**config.mk**
```make
export PLATFORM = sky130hd
export DESIGN_NAME = gf_inv_8_pipe
export DESIGN_NICKNAME = d
export VERILOG_FILES = /design/src/rtl/gf_sbox_pkg.sv /design/src/rtl/gf_inv_8_pipe_inv4.sv /design/src/rtl/gf_inv_8_pipe.sv
export SDC_FILE = /design/constraint.sdc
export NUM_CORES = 1
export LEC_CHECK = 0
export CAP_MARGIN = 20
export CORE_MARGIN = 10
export CORE_UTILIZATION = 35
export DETAILED_ROUTE_END_ITERATION = 8
export GPL_TIMING_DRIVEN = 0
export HOLD_SLACK_MARGIN = 0.05
export PLACE_DENSITY = 0.55
export SYNTH_ARGS = -nofsm -noshare
export SYNTH_HDL_FRONTEND = slang
export SYNTH_SLANG_ARGS = --single-unit
```
**constraint.sdc**
```tcl
create_clock -name clk -period 2.6 [get_ports clk]
set_clock_uncertainty 0.05 [all_clocks]
set_input_delay 0.52 -clock clk [delete_from_list [all_inputs] [get_ports clk]]
set_output_delay 0.52 -clock clk [all_outputs]
set_load 0.03 [all_outputs]
```
**src/rtl/gf_sbox_pkg.sv**
```systemverilog
// Shared arithmetic for the all-normal-basis S-box datapath.
// Tower: GF(2^8) over [d^16, d], GF(2^4) over [alpha^8, alpha^2],
// GF(2^2) over [Omega^2, Omega]. Every element is packed {high coef, low coef},
// and the high coefficient belongs to the "conjugate" basis element.
package gf_sbox_pkg;

    typedef logic [1:0] gf2_t;
    typedef logic [3:0] gf4_t;
    typedef logic [7:0] gf8_t;

    // Normal-basis unit: both coefficients set at every level.
    localparam gf8_t GF8_ONE = 8'hFF;
    localparam gf4_t GF4_ONE = 4'hF;

    // nu = N^2 * alpha^2 in the [alpha^8, alpha^2] basis (N = Omega^2).
    localparam gf4_t GF4_NU = 4'hE;

    // Pipeline depth for the default build (mid register present).
    localparam int PIPE_MID_DEFAULT = 1;
    localparam int LATENCY          = (PIPE_MID_DEFAULT != 0) ? 3 : 2;

    // GF(2^2) multiply in [Omega^2, Omega].
    function automatic gf2_t gf2_mul(input gf2_t x, input gf2_t y);
        logic e;
        e = (x[1] ^ x[0]) & (y[1] ^ y[0]);
        return {(x[1] & y[1]) ^ e, (x[0] & y[0]) ^ e};
    endfunction

    // Squaring in a normal basis is a coefficient swap.
    function automatic gf2_t gf2_sq(input gf2_t x);
        return {x[0], x[1]};
    endfunction

    // Multiply by N = Omega^2.
    function automatic gf2_t gf2_scl_n(input gf2_t x);
        return {x[0], x[1] ^ x[0]};
    endfunction

    // GF(2^4) multiply in [alpha^8, alpha^2]; the shared term is scaled by N.
    function automatic gf4_t gf4_mul(input gf4_t x, input gf4_t y);
        gf2_t e;
        e = gf2_scl_n(gf2_mul(x[3:2] ^ x[1:0], y[3:2] ^ y[1:0]));
        return {gf2_mul(x[3:2], y[3:2]) ^ e, gf2_mul(x[1:0], y[1:0]) ^ e};
    endfunction

    // GF(2^4) square in [alpha^8, alpha^2].
    function automatic gf4_t gf4_sq(input gf4_t x);
        gf2_t t;
        t = gf2_scl_n(gf2_sq(x[3:2] ^ x[1:0]));
        return {gf2_sq(x[3:2]) ^ t, gf2_sq(x[1:0]) ^ t};
    endfunction

    // Square then scale by nu; constant multiply folds down to XORs.
    function automatic gf4_t gf4_sq_scl(input gf4_t x);
        return gf4_mul(gf4_sq(x), GF4_NU);
    endfunction

endpackage

```
**src/rtl/gf_inv_8_pipe_inv4.sv**
```systemverilog
// Combinational GF(2^4) inverse in the [alpha^8, alpha^2] normal basis.
// Works through GF(2^2), where inversion is just squaring. 0 maps to 0.
module gf_inv_4_nb
    import gf_sbox_pkg::*;
(
    input  logic [3:0] c_i,
    output logic [3:0] c_inv_o
);

    gf2_t g;
    gf2_t h;
    gf2_t e;
    gf2_t e_inv;

    // Norm-like term e, its inverse, then scale the swapped halves.
    always_comb begin
        g       = c_i[3:2];
        h       = c_i[1:0];
        e       = gf2_scl_n(gf2_sq(g ^ h)) ^ gf2_mul(g, h);
        e_inv   = gf2_sq(e);
        c_inv_o = {gf2_mul(e_inv, h), gf2_mul(e_inv, g)};
    end

endmodule

```
**src/rtl/gf_inv_8_pipe.sv**
```systemverilog
// Pipelined GF(2^8) inverter, normal basis [d^16, d], valid/ready on both sides.
// Stage 1 computes the GF(2^4) norm c, stage 2 inverts it (register optional via
// PIPE_MID), the output stage multiplies back. 0x00 falls out as 0x00.
// Optional: define GF_INV_8_ZERO_FLAG_EN to add out_zero, set when the source byte was 0.
module gf_inv_8_pipe
    import gf_sbox_pkg::*;
#(
    parameter int PIPE_MID = 1
)
(
    input  logic       clk,
    input  logic       rst,
    input  logic       in_valid,
    output logic       in_ready,
    input  logic [7:0] in_data,
    output logic       out_valid,
    input  logic       out_ready,
    output logic [7:0] out_data
`ifdef GF_INV_8_ZERO_FLAG_EN
    ,
    output logic       out_zero
`endif
);

    // Stage 1 state
    logic s1_valid_q;
    gf4_t s1_a_q;
    gf4_t s1_b_q;
    gf4_t s1_c_q;
    gf4_t s1_c_d;

    // Output stage state
    logic out_valid_q;
    gf8_t out_data_q;
    gf8_t out_data_d;

    // Handshake chain
    logic ready_1;
    logic ready_2;
    logic ready_out;

    // Whatever feeds the output stage (stage-2 register or stage-1 bypass)
    logic mid_valid;
    gf4_t mid_a;
    gf4_t mid_b;
    gf4_t mid_cinv;
    gf4_t s2_cinv_d;

`ifdef GF_INV_8_ZERO_FLAG_EN
    logic s1_zero_q;
    logic mid_zero;
    logic out_zero_q;
`endif

    assign ready_out = !out_valid_q || out_ready;
    assign ready_1   = !s1_valid_q || ready_2;
    assign in_ready  = ready_1;

    // Stage 1 norm: c = nu*(a+b)^2 + a*b
    always_comb begin
        s1_c_d = gf4_sq_scl(in_data[7:4] ^ in_data[3:0]) ^ gf4_mul(in_data[7:4], in_data[3:0]);
    end

    // Stage 1 register: load on accept, hold data when no valid input
    always_ff @(posedge clk or posedge rst) begin
        if (rst) begin
            s1_valid_q <= 1'b0;
            s1_a_q     <= '0;
            s1_b_q     <= '0;
            s1_c_q     <= '0;
        end else if (ready_1) begin
            s1_valid_q <= in_valid;
            if (in_valid) begin
                s1_a_q <= in_data[7:4];
                s1_b_q <= in_data[3:0];
                s1_c_q <= s1_c_d;
            end
        end
    end

`ifdef GF_INV_8_ZERO_FLAG_EN
    // Stage 1 zero flag travels with the data
    always_ff @(posedge clk or posedge rst) begin
        if (rst) begin
            s1_zero_q <= 1'b0;
        end else if (ready_1 && in_valid) begin
            s1_zero_q <= (in_data == 8'h00);
        end
    end
`endif

    gf_inv_4_nb u_inv4 (
        .c_i     (s1_c_q),
        .c_inv_o (s2_cinv_d)
    );

    generate
        if (PIPE_MID != 0) begin : g_mid
            logic s2_valid_q;
            gf4_t s2_a_q;
            gf4_t s2_b_q;
            gf4_t s2_cinv_q;

            assign ready_2 = !s2_valid_q || ready_out;

            // Stage 2 register breaks the inversion -> multiply path
            always_ff @(posedge clk or posedge rst) begin
                if (rst) begin
                    s2_valid_q <= 1'b0;
                    s2_a_q     <= '0;
                    s2_b_q     <= '0;
                    s2_cinv_q  <= '0;
                end else if (ready_2) begin
                    s2_valid_q <= s1_valid_q;
                    if (s1_valid_q) begin
                        s2_a_q    <= s1_a_q;
                        s2_b_q    <= s1_b_q;
                        s2_cinv_q <= s2_cinv_d;
                    end
                end
            end

`ifdef GF_INV_8_ZERO_FLAG_EN
            logic s2_zero_q;

            // Stage 2 zero flag
            always_ff @(posedge clk or posedge rst) begin
                if (rst) begin
                    s2_zero_q <= 1'b0;
                end else if (ready_2 && s1_valid_q) begin
                    s2_zero_q <= s1_zero_q;
                end
            end

            assign mid_zero = s2_zero_q;
`endif

            assign mid_valid = s2_valid_q;
            assign mid_a     = s2_a_q;
            assign mid_b     = s2_b_q;
            assign mid_cinv  = s2_cinv_q;
        end else begin : g_nomid
            assign ready_2   = ready_out;
            assign mid_valid = s1_valid_q;
            assign mid_a     = s1_a_q;
            assign mid_b     = s1_b_q;
            assign mid_cinv  = s2_cinv_d;
`ifdef GF_INV_8_ZERO_FLAG_EN
            assign mid_zero  = s1_zero_q;
`endif
        end
    endgenerate

    // Output multiply: the halves swap because the normal-basis inverse pairs c^-1*b with d^16
    always_comb begin
        out_data_d = {gf4_mul(mid_cinv, mid_b), gf4_mul(mid_cinv, mid_a)};
    end

    // Output register: holds while downstream stalls
    always_ff @(posedge clk or posedge rst) begin
        if (rst) begin
            out_valid_q <= 1'b0;
            out_data_q  <= '0;
        end else if (ready_out) begin
            out_valid_q <= mid_valid;
            if (mid_valid) begin
                out_data_q <= out_data_d;
            end
        end
    end

`ifdef GF_INV_8_ZERO_FLAG_EN
    // Output zero flag
    always_ff @(posedge clk or posedge rst) begin
        if (rst) begin
            out_zero_q <= 1'b0;
        end else if (ready_out && mid_valid) begin
            out_zero_q <= mid_zero;
        end
    end

    assign out_zero = out_zero_q;
`endif

    assign out_valid = out_valid_q;
    assign out_data  = out_data_q;

endmodule

```
Figure 1. Nets reached from selected ports.
Scale: 4 px per um.
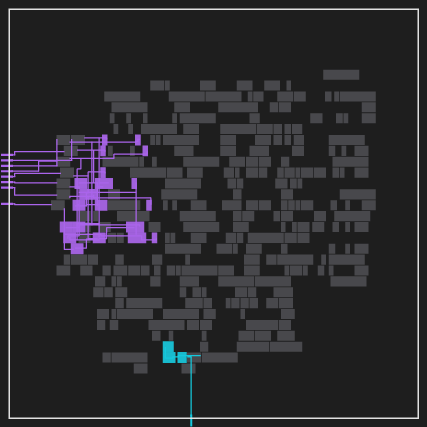
colour	port	bits	direction	edge	end cells	buffers	wire
cyan	out_ready	1	input	bottom	3	1	27.9 um
purple	in_data	8	input	left	20	8	448 um

Figure 2. Gate-type map.
Scale: 4 px per um.
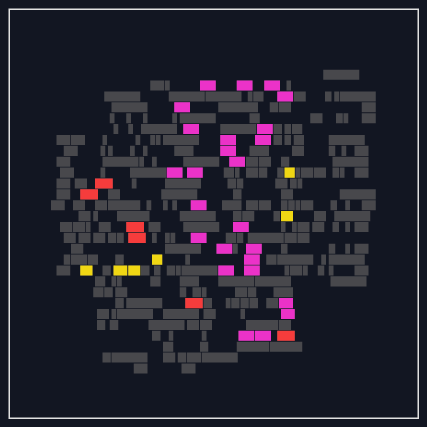
colour	family	cells	most used
magenta	multiplexers	25	mux2_2
yellow	AND-OR and OR-AND gates	6	a211o_1
red	adder and majority cells	6	ha_1
non-filler cells, final: 343
combinational share of cell area: 51.54%
most numerous logic cell after layout: nand2_1

==> flow_metrics.py <==
# Auto-generated metrics
metrics = {
    "outcome": {
        "status": "finished, final reports clean",
    },
    "final_timing": {
        "slew_headroom_pct": 57.16,
        "fin_crit_ns": 2.476,
        "tightestPinTransition_ns": 0.6419,
        "setup_viol_count_final": 0,
        "worst_slack_ns": 0.1241,
        "slew_viol_final": 0,
        "rsz0062_at_grt": "false",
        "period_used_pct": 95.23,
        "fmax_mhz": 403.9,
        "hold_viol_final": 0,
    },
    "critical_path": {
        "cp.arrival_ns": 2.60,
        "critPathLaunch": "in_data[3]",
        "critPathBufInv": 1,
        "r2r-start": "s1_c_q[0]",
        "critPathCaptureType": "flop",
        "crit_end": "s1_c_q[1]",
        "ff2ff_path_depth": 6,
        "path_max_fanout": 4,
        "cp_cell_sequence": "clkdlybuf4s50_1, ha_1, or3_4, a211o_1, nand4_1, or3b_1",
        "cp.required_ns": 2.72,
        "path_class": "input port to flop",
        "slowest_stage": "clkdlybuf4s50_1",
        "timing.rr.end": "g_mid.s2_cinv_q[0]",
        "start_kind": "input port",
        "crit_cells": 6,
        "r2r_setup_slack_ns": 0.52,
    },
    "logic_synthesis": {
        "synthTopCellsByArea": "dfrtp_1 (37%), mux2_2 (11%), xnor2_1 (10%)",
        "synth.distinct_cells": 35,
        "ys_area_mm2": 0.002345,
        "ys_ff": 35,
        "edf_count": 0,
        "flop_cell": "dfrtp_1",
        "synthArstFlopShare_pct": 100.0,
        "top_area_cell": "dfrtp_1",
        "ys_seq_share_pct": 37.35,
        "postSynthNetCount": 254,
        "synthXorXnorAreaFrac_pct": 18.25,
        "ys_sh_aoi_pct": 11.37,
        "syn_inst": 236,
        "netlist_area_mm2": 0.002345,
        "synthMuxAreaShare_pct": 11.90,
        "yosys.area_share.simple_pct": 16.12,
        "adder_share_pct": 3.202,
        "common_cells": "nand2_1 (37), dfrtp_1 (35), xnor2_1 (28)",
        "yosys_cells": 236,
        "avgSynthCellArea_um2": 9.935,
        "top_cell_area_share_pct": 37.35,
        "synth.most_common_cell": "nand2_1",
    },
    "routing": {
        "drc": 0,
        "wl_met2_um": 2117,
        "drt_first_pass_iters": 4,
        "wl_met3_um": 216,
        "vias": 1699,
        "initialDrtViolationCount": 51,
        "drt-total-wl_um": 4720,
        "antenna_left": 0,
        "highest_layer": "met4",
        "wl_per_cell_um": 13.76,
        "vias_per_cell": 4.953,
    },
    "global_routing": {
        "grt_pass1_vias": 1756,
        "met2_usage_pct": 15.81,
        "grt-busiest-layer": "met2",
        "grt_pass1_wl_um": 8211,
        "grt_overflow_total": 0,
        "grt_start_max_net_pins": 23,
        "antenna_found_initial": 0,
        "use_met3_pct": 3.036,
        "track_usage_pct": 9.793,
    },
    "floorplanning": {
        "fp-row-count": 29,
        "fp_util_pct": 36.51,
        "die_x_um": 101.9,
        "coreArea_mm2": 0.006422,
        "fp.dieArea_mm2": 0.01037,
        "die_h_um": 101.9,
    },
    "pwr": {
        "clock_power_share_pct": 12.8,
        "pwr-share-comb_pct": 59.4,
        "p_clk_uw": 398,
        "p_total_mw": 3.109,
        "p_sw_share_pct": 40.44,
        "power_leakage_nw": 1.166,
        "peakVddDrop_mv": 0.2428,
        "powerComb_mw": 1.85,
        "top_power_group": "combinational logic",
        "seq_power_share_pct": 27.8,
        "p_int_mw": 1.852,
        "p_seq_uw": 865,
        "p_sw_mw": 1.257,
    },
    "final_layout": {
        "fin_area_mm2": 0.002768,
        "n_antenna_cell": 0,
        "drive_gt1_share_pct": 13.53,
        "fin_util_pct": 43.09,
        "mostFrequentLayoutCells": "nand2_1 (37), dfrtp_1 (35), xnor2_1 (28), mux2_2 (23), clkdlybuf4s50_1 (21)",
        "nNetsFinal": 283,
        "largest_reg_flops": 8,
    },
    "placement": {
        "numPortBuffers": 21,
        "dpl.hpwl_um": 3695,
        "place_area_mm2": 0.002679,
        "place_ws_ns": -0.1754,
    },
    "clock_network": {
        "ctsHoldBuffers": 0,
        "cts_buffers": 5,
        "cts_resized": 0,
        "cts_num_sinks": 35,
        "cts.htree.levels": 2,
        "cts-root-buf": "clkbuf_8",
        "cts.clk_slew.worst_paths_ns": 0.07,
        "post_cts_buffers": 0,
        "cts_tree": "built",
    },
    "hold_path": {
        "min_from": "s1_b_q[2]",
        "worstHoldPathCells": 2,
    },
    "flow_run": {
        "maxCapViolCount": 0,
    },
}
Figure 3. The clock network.
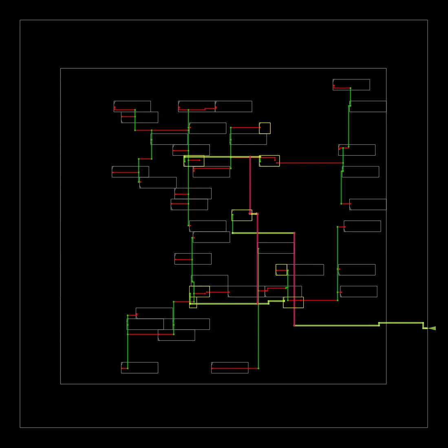
Late-Pin Clk Latency: 0.29 ns
clock buffers: 5
FF+latch count: 35

## stage by stage
| step | hold WS, ns | TNS [ns] |
|---|---|---|
| 3_3_place_gp | 0.4075 | -0.3487 |
| 5_1_grt | 0.4591 | 0 |
| 4_1_cts | 0.4297 | 0 |
| 2_1_floorplan | 0.3917 | 0 |
| 6_report | 0.4218 | 0 |
| 3_5_place_dp | 0.4119 | -0.3493 |
## layout make-up
class,instances,area [um^2]
fillers,648,3655
plain buffers,8,31.28
multi-input cells,190,1426
flip-flops and latches,35,875.8
repair buffers,22,237.7
clock buffers,5,68.82
inverters,3,11.26
well taps,77,96.34
clock inverters,3,20.02
## tightest hold or removal path, cell delays in order, from the launching register on
cell and delay [ns]:
dfrtp_1 0.34, nand2_1 0.05, nand2_1 0.05
Power and IR drop assume default switching activity.
